## config.mk

```make
export PLATFORM = sky130hd
export DESIGN_NAME = pal_tape_loader
export DESIGN_NICKNAME = d
export VERILOG_FILES = /design/src/rtl/pal_tape_loader_pkg.sv /design/src/rtl/pal_frame_assembler.sv /design/src/rtl/pal_tape_loader.sv
export SDC_FILE = /design/constraint.sdc
export NUM_CORES = 1
export LEC_CHECK = 0
export CORE_MARGIN = 5
export CORE_UTILIZATION = 57
export CTS_CLUSTER_DIAMETER = 30
export DETAILED_ROUTE_END_ITERATION = 10
export GPL_TIMING_DRIVEN = 0
export PLACE_DENSITY = 0.81
export SYNTH_ARGS = -nofsm -noshare
export SYNTH_HDL_FRONTEND = slang
export SYNTH_HIERARCHICAL = 1
export SYNTH_SLANG_ARGS = --single-unit
```

## constraint.sdc

```tcl
create_clock -name clk -period 3.45 [get_ports clk]
set_clock_uncertainty 0.1 [all_clocks]
set_input_delay 0.5175 -clock clk [delete_from_list [all_inputs] [get_ports clk]]
set_output_delay 0.5175 -clock clk [all_outputs]
set_load 0.01 [all_outputs]
```

## src/rtl/pal_tape_loader_pkg.sv

```systemverilog
// Shared types and constants for the PAL binary tape loader.
package pal_tape_loader_pkg;

   typedef enum logic [2:0] {
      LEADER,
      HIGH,
      LOW,
      COMMIT,
      WRITE,
      FINISH,
      DONE,
      ERROR
   } loader_state_t;

   localparam logic [7:0] LEADER_BYTE = 8'o200;
   localparam int         ORIGIN_BIT  = 6;

endpackage

```

## src/rtl/pal_frame_assembler.sv

```systemverilog
// Pairs tape frames into 12-bit words, flags origin/format conditions and keeps
// the running 12-bit byte sum used for the tape checksum.
module pal_frame_assembler
   import pal_tape_loader_pkg::*;
#(
   parameter int         WORD_W     = 12,
   parameter logic [7:0] LEADER_VAL = 8'o200
) (
   input  logic              clk,
   input  logic              btnCpuReset,
   input  logic              latch_hi,
   input  logic              latch_lo,
   input  logic [7:0]        frame,
   output logic              is_leader,
   output logic              is_marked,
   output logic              lo_bad,
   output logic [WORD_W-1:0] word,
   output logic              origin,
   output logic [WORD_W-1:0] pair_sum,
   output logic [WORD_W-1:0] sum
);

   logic [7:0]        hi_q, hi_d;
   logic [WORD_W-1:0] word_q, word_d;
   logic [WORD_W-1:0] pair_q, pair_d;
   logic [WORD_W-1:0] sum_q, sum_d;
   logic              origin_q, origin_d;
   logic [WORD_W-1:0] pair_new;

   assign is_leader = (frame == LEADER_VAL);
   assign is_marked = frame[7];
   assign lo_bad    = frame[7] | frame[6];
   assign pair_new  = WORD_W'(hi_q) + WORD_W'(frame);

   always_comb begin
      hi_d     = hi_q;
      word_d   = word_q;
      pair_d   = pair_q;
      sum_d    = sum_q;
      origin_d = origin_q;
      if (latch_hi) hi_d = frame;
      if (latch_lo) begin
         word_d   = WORD_W'({hi_q[5:0], frame[5:0]});
         origin_d = hi_q[ORIGIN_BIT];
         pair_d   = pair_new;
         sum_d    = sum_q + pair_new;
      end
   end

   always_ff @(posedge clk) begin
      if (!btnCpuReset) begin
         hi_q     <= '0;
         word_q   <= '0;
         pair_q   <= '0;
         sum_q    <= '0;
         origin_q <= 1'b0;
      end else begin
         hi_q     <= hi_d;
         word_q   <= word_d;
         pair_q   <= pair_d;
         sum_q    <= sum_d;
         origin_q <= origin_d;
      end
   end

   assign word     = word_q;
   assign origin   = origin_q;
   assign pair_sum = pair_q;
   assign sum      = sum_q;

endmodule

```

## src/rtl/pal_tape_loader.sv

```systemverilog
// PAL binary tape loader: decodes the frame stream and writes words into PDP-8 memory.
// Optional checksum compare is built when PAL_CHECKSUM_EN is defined.
//
// state  | meaning
// LEADER | skipping leader, waiting for first high frame
// HIGH   | waiting for next high frame or trailer
// LOW    | waiting for low frame of the current pair
// COMMIT | decide whether the pended word must be written first
// WRITE  | memory write outstanding until mem_finished
// FINISH | trailer seen, pended word is the checksum
// DONE   | load complete, terminal
// ERROR  | malformed stream, terminal
module pal_tape_loader #(
   parameter int                WORD_W      = 12,
   parameter logic [WORD_W-1:0] START_PC    = 12'o0200,
   parameter logic [7:0]        LEADER_BYTE = 8'o200
) (
   input  logic              clk,
   input  logic              btnCpuReset,
   input  logic              in_valid,
   input  logic [7:0]        in_data,
   output logic              in_ready,
   output logic              mem_write_enable,
   output logic [WORD_W-1:0] mem_address,
   output logic [WORD_W-1:0] mem_write_data,
   input  logic              mem_finished,
   output logic              load_done,
   output logic [WORD_W-1:0] start_pc,
   output logic              format_err,
   output logic              checksum_err
);

   import pal_tape_loader_pkg::*;

   loader_state_t     state_q, state_d;
   logic              in_ready_q, in_ready_d;
   logic              mem_we_q, mem_we_d;
   logic [WORD_W-1:0] addr_q, addr_d;
   logic [WORD_W-1:0] wdata_q, wdata_d;
   logic              load_done_q, load_done_d;
   logic [WORD_W-1:0] start_pc_q, start_pc_d;
   logic              format_err_q, format_err_d;
   logic [WORD_W-1:0] pend_word_q, pend_word_d;
   logic [WORD_W-1:0] pend_bytes_q, pend_bytes_d;
   logic              pend_valid_q, pend_valid_d;

   logic              fire, latch_hi, latch_lo, apply;
   logic              is_leader, is_marked, lo_bad, origin;
   logic [WORD_W-1:0] word, pair_sum, sum;

   assign fire = in_valid & in_ready_q;

   pal_frame_assembler #(
      .WORD_W     (WORD_W),
      .LEADER_VAL (LEADER_BYTE)
   ) u_asm (
      .clk         (clk),
      .btnCpuReset (btnCpuReset),
      .latch_hi    (latch_hi),
      .latch_lo    (latch_lo),
      .frame       (in_data),
      .is_leader   (is_leader),
      .is_marked   (is_marked),
      .lo_bad      (lo_bad),
      .word        (word),
      .origin      (origin),
      .pair_sum    (pair_sum),
      .sum         (sum)
   );

`ifdef PAL_CHECKSUM_EN
   logic checksum_err_q, checksum_err_d;
`else
   logic unused_sum;
   assign unused_sum = ^{sum, pend_bytes_q};
`endif

   always_comb begin
      state_d      = state_q;
      mem_we_d     = mem_we_q;
      addr_d       = addr_q;
      wdata_d      = wdata_q;
      load_done_d  = load_done_q;
      start_pc_d   = start_pc_q;
      format_err_d = format_err_q;
      pend_word_d  = pend_word_q;
      pend_bytes_d = pend_bytes_q;
      pend_valid_d = pend_valid_q;
      latch_hi     = 1'b0;
      latch_lo     = 1'b0;
      apply        = 1'b0;
`ifdef PAL_CHECKSUM_EN
      checksum_err_d = checksum_err_q;
`endif
      case (state_q)
         LEADER: if (fire && !is_marked) begin
            latch_hi = 1'b1;
            state_d  = LOW;
         end
         HIGH: if (fire) begin
            if (is_leader) state_d = FINISH;
            else if (!is_marked) begin
               latch_hi = 1'b1;
               state_d  = LOW;
            end
         end
         LOW: if (fire) begin
            if (lo_bad) begin
               format_err_d = 1'b1;
               state_d      = ERROR;
            end else begin
               latch_lo = 1'b1;
               state_d  = COMMIT;
            end
         end
         COMMIT: if (pend_valid_q) begin
            mem_we_d = 1'b1;
            wdata_d  = pend_word_q;
            state_d  = WRITE;
         end else apply = 1'b1;
         WRITE: if (mem_finished) begin
            mem_we_d     = 1'b0;
            addr_d       = addr_q + WORD_W'(1);
            pend_valid_d = 1'b0;
            apply        = 1'b1;
         end
         FINISH: if (!pend_valid_q) begin
            format_err_d = 1'b1;
            state_d      = ERROR;
         end else begin
`ifdef PAL_CHECKSUM_EN
            // the checksum pair itself went into sum; take it back out
            if (pend_word_q != sum - pend_bytes_q) checksum_err_d = 1'b1;
`endif
            load_done_d = 1'b1;
            start_pc_d  = START_PC;
            state_d     = DONE;
         end
         default: ;
      endcase
      if (apply) begin
         if (origin) addr_d = word;
         else begin
            pend_word_d  = word;
            pend_bytes_d = pair_sum;
            pend_valid_d = 1'b1;
         end
         state_d = HIGH;
      end
      in_ready_d = (state_d == LEADER) || (state_d == HIGH) || (state_d == LOW);
   end

   always_ff @(posedge clk) begin
      if (!btnCpuReset) begin
         state_q      <= LEADER;
         in_ready_q   <= 1'b0;
         mem_we_q     <= 1'b0;
         addr_q       <= '0;
         wdata_q      <= '0;
         load_done_q  <= 1'b0;
         start_pc_q   <= '0;
         format_err_q <= 1'b0;
         pend_word_q  <= '0;
         pend_bytes_q <= '0;
         pend_valid_q <= 1'b0;
`ifdef PAL_CHECKSUM_EN
         checksum_err_q <= 1'b0;
`endif
      end else begin
         state_q      <= state_d;
         in_ready_q   <= in_ready_d;
         mem_we_q     <= mem_we_d;
         addr_q       <= addr_d;
         wdata_q      <= wdata_d;
         load_done_q  <= load_done_d;
         start_pc_q   <= start_pc_d;
         format_err_q <= format_err_d;
         pend_word_q  <= pend_word_d;
         pend_bytes_q <= pend_bytes_d;
         pend_valid_q <= pend_valid_d;
`ifdef PAL_CHECKSUM_EN
         checksum_err_q <= checksum_err_d;
`endif
      end
   end

   assign in_ready         = in_ready_q;
   assign mem_write_enable = mem_we_q;
   assign mem_address      = addr_q;
   assign mem_write_data   = wdata_q;
   assign load_done        = load_done_q;
   assign start_pc         = start_pc_q;
   assign format_err       = format_err_q;
`ifdef PAL_CHECKSUM_EN
   assign checksum_err     = checksum_err_q;
`else
   assign checksum_err     = 1'b0;
`endif

endmodule

```

Figure 1. Routing congestion map.
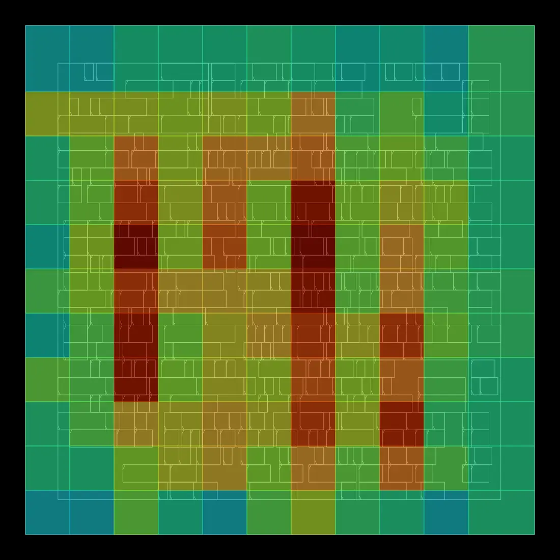
GRT met1 Usage: 26.1%
met3 demand-to-capacity share in global routing: 4.08%
met2 Usage GRT: 33.2%

Figure 2. Signal wires on met1.
Scale: 6 px per micron.
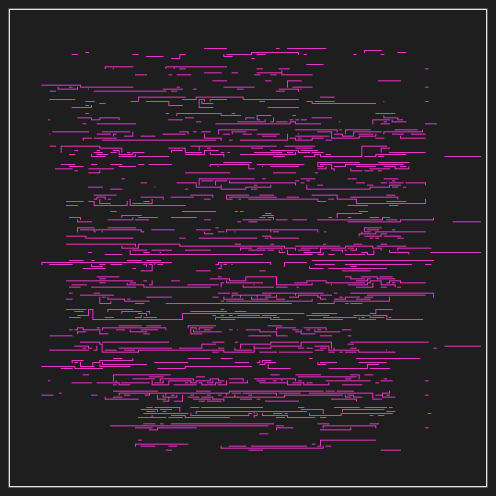
share of all routed wire = 45%
longest straight run = 26.3 microns
wire length on this layer = 2740 microns

Figure 3. Drive-strength map.
Scale: 4 px per micron.
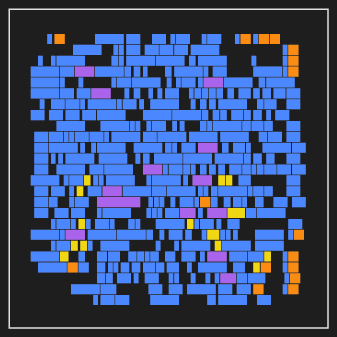
x6 and larger -> purple  # cells 13, share 3.5%
x3 and x4 -> orange  # cells 16, share 4.3%
x1 and smaller -> blue  # cells 329, share 88%
x2 -> yellow  # cells 14, share 3.8%
worst setup slack after layout: 1260 ps
final design area excluding fillers: 3440 sq um

Figure 4. Layout detail.
Window x 7 to 32, y 47 to 72 microns. Cells in grey, sequential cells in the stronger grey; small squares are vias.
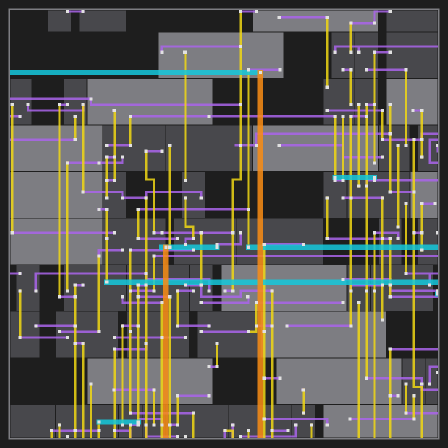
M3 -> cyan
M1 -> purple
M2 -> yellow
M4 -> orange
sequential cells in the window = 11
netlist names of flops here include = u_asm/word (5), u_asm/hi_q (3), pend_word_q (2)
most frequent = mux2i_1 (13), nor2_1 (12), dfxtp_1 (11)
cells with their middle in the window = 49

Figure 5. Cell classes on the final placement.
Scale: 4 px per micron.
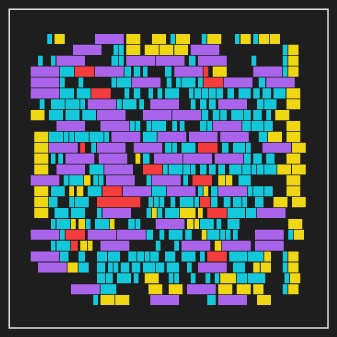
remaining logic cells -> cyan  # cells 216, share of their area 38%
clock drivers and dummy loads -> red  # cells 15, share of their area 5.6%
remaining buffers and delay cells -> yellow  # cells 77, share of their area 18%
registers -> purple  # cells 64, share of their area 38%

==> Slide: Implementation Results <==
Run Summary

Run status
  • Outcome: finished clean

Synth
  • Post-synth design cell area: about 2700 sq um
  • Post-Synthesis Cells: about 310
  • Tally of yosys warning messages: 6
  • Average size of a mapped cell: 8.95 sq um

STA
  • Worst max-slew margin expressed relative to the limit: 66.7%
  • Fin crit period: 2190 ps
  • RSZ-0062 raised after global routing: no
  • Max-slew violation total from the final report: 0
  • Final setup violating endpoints: 0
  • Hold violation total from the final report: 0
  • Transition time at the pin with the least slew margin: about 500 ps
  • Setup TNS: 0 ps
  • Worst Hold Slack: ~350 ps
  • Final critical-path share of the clock period: between 60% and 70%
  • Fmax achieved: approximately 0.46 GHz

Route
  • Number of DRC violations after detailed routing: 0
  • Wire length per cell after detailed routing: between 10 and 15 microns
  • Antenna violation net count after detailed routing: 0
  • Pre-antenna DRT Iters: 4
  • Total vias in the final route: 2285
  • Detailed router's first-iteration violation count: between 150 and 200
  • Detailed-route vias per instance: between 5 and 6
  • Post-Route WL: 6070 microns

Flow run
  • Count of warning messages emitted by the tools: 26
  • Max-cap viol count: 0

Critical path
  • Startpoint class of the critical path: input port
  • Slowest cell on crit path: sky130_fd_sc_hd__clkdlybuf4s50_1
  • Top fanout value on the critical path: 7
  • Type of the worst setup path: in2reg
  • Type of element capturing the critical path: flip-flop
  • Required time reported for the critical path endpoint: ~3600 ps
  • Crit path cell chain: clkdlybuf4s50_1 -> buf_4 -> nand4bb_1 -> a211oi_1 -> clkbuf_1 -> mux2i_1 -> nor2_1
  • Arrival time of data at the critical path endpoint: between 2000 and 2500 ps
  • Slowest cell delay on critical path: 440 ps

Pwr
  • Static leakage power: ~1.2 nW
  • Ratio of total power to cell area: between 400 and 500 nW/um^2
  • Worst vdd rail ir drop: 0.308 mV

Placement
  • Final RePlAce weighted congestion: 0.803
  • Post-DP Area: 3250 sq um
  • IO Port Bufs: roughly 40
  • HPWL Detailed: about 4600 microns

Clock tree
  • Post-CTS clock slew at the launch and capture registers of the worst setup and hold paths: 60 ps
  • Total CTS buffers: 9
  • Clock insertion delay at the later pin of the skew report: 330 ps
  • Number of buffers on the longest clock path: 2
  • Number of buffers added for setup after CTS: 0
  • Number of H-tree levels: 3
  • Root buffer selected by CTS: sky130_fd_sc_hd__clkbuf_8
  • CTS sink count: around 64
  • Count of instances resized after the clock tree is built: 0
  • Total of hold buffers inserted after clock tree synthesis: 0
  • CTS tree: done

Floorplan
  • Horizontal extent of the die: between 70 and 80 microns
  • Area of the core region: 4690 sq um
  • Pre-placement core utilization: around three fifths
  • Site Rows: 25
  • Boundary pin count: around 53
  • Die Size: between 6000 and 7000 sq um
  • Die Height: around 79 microns

Global routing
  • Antenna violations before repair: 0
  • Via count of the first global-routing pass: around 2.1k
  • Gr ovfl total: 0
  • Pin count of the biggest net entering global routing: 11
  • Wire length of the first global-routing pass: ~9900 microns
  • Combined global-route utilization of all metal layers: around 20%

Layout
  • Number of nets in the final layout: 381
  • Inserted Diodes: 0
  • Share of layout cells above drive strength 1: a little under an eighth
  • Layout overhead on the synthesized area: 25.4%

Worst hold path
  • Classification of the worst-slack hold path: reg2reg
state kept, by name (all words and copies together), names as in the netlist:
name,count
pend_valid_q,1
u_asm/word,12
mem_address,12
state_q,3
pend_word_q,12
in_ready,1
mem_write_data,12
mem_write_enable,1
start_pc,1
u_asm/hi_q,7
format_err,1
u_asm/origin,1
per-layer routing:
metal | part of all wire [%] | global-route usage, % | wire length [microns]
met1 | 45 | 26.1 | 2740
met2 | 46 | 33.2 | 2810
met3 | 7.2 | 4.08 | 437
met4 | 1.5 | 8.59 | 91
met5 | 0 | 0 | 0
cell type report:
cell class	instances	area [sq um]
well taps	54	67.6
inverters	3	11.3
plain buffers	37	223
flip-flops and latches	64	1280
clock buffers	12	145
repair buffers	40	400
multi-input cells	213	1260
fillers	378	1260
clock inverters	3	42.5
critical path: cells and delay by family:
kind / cells / cell delay [ps]
buffers and inverters: 3 / 1020
AND/OR/NAND/NOR: 2 / 260
multiplexers: 1 / 260
AND-OR/OR-AND: 1 / 240
cells in the final DEF (no fill, tap or decap), drive strengths merged, types with 2 or more instances in the layout:
cell           count
dfxtp             64
nor2              43
clkdlybuf4s50     40
nand2             36
mux2i             32
buf               29
a21oi             23
clkbuf            20
conb              12
o21ai             12
nor4               6
xnor2              6
nand4              5
xor2               4
inv                3
nor2b              3
a31oi              3
nand3              3
nand4bb            2
a211oi             2
nor3               2
o31ai              2
or2                2
and4bb             2
final timing paths:
path	startpoint	endpoint	slack, ps	cells after the start
worst max-delay path	in_data[7]	u_asm/hi_q[1]	1260	7
worst min-delay path	pend_word_q[2]	mem_write_data[2]	350	2
worst max register to register	state_q[2]	u_asm/hi_q[1]	1500	6
worst min register to register	pend_word_q[2]	mem_write_data[2]	350	2
metrics by stage:
step / worst slack, ps / std cells / utilization (%) / power [mW]
2_1_floorplan: 1580 / 317 / - / 0.831
3_3_place_gp: 936 / 411 / 69.2 / 0.863
3_5_place_dp: 916 / 411 / 69.2 / 0.865
4_1_cts: 1260 / 426 / 73.2 / 1.47
5_1_grt: 1110 / 426 / 73.2 / 1.51
6_report: 1260 / 426 / 73.2 / 1.46
power by group:
group	switching [mW]	internal, mW	leakage [nW]
sequential	0.00576	0.747	0.516
combinational	0.0516	0.0464	0.636
clock	0.264	0.349	0.0925
total	0.321	1.14	1.24
Power and IR drop assume default switching activity.
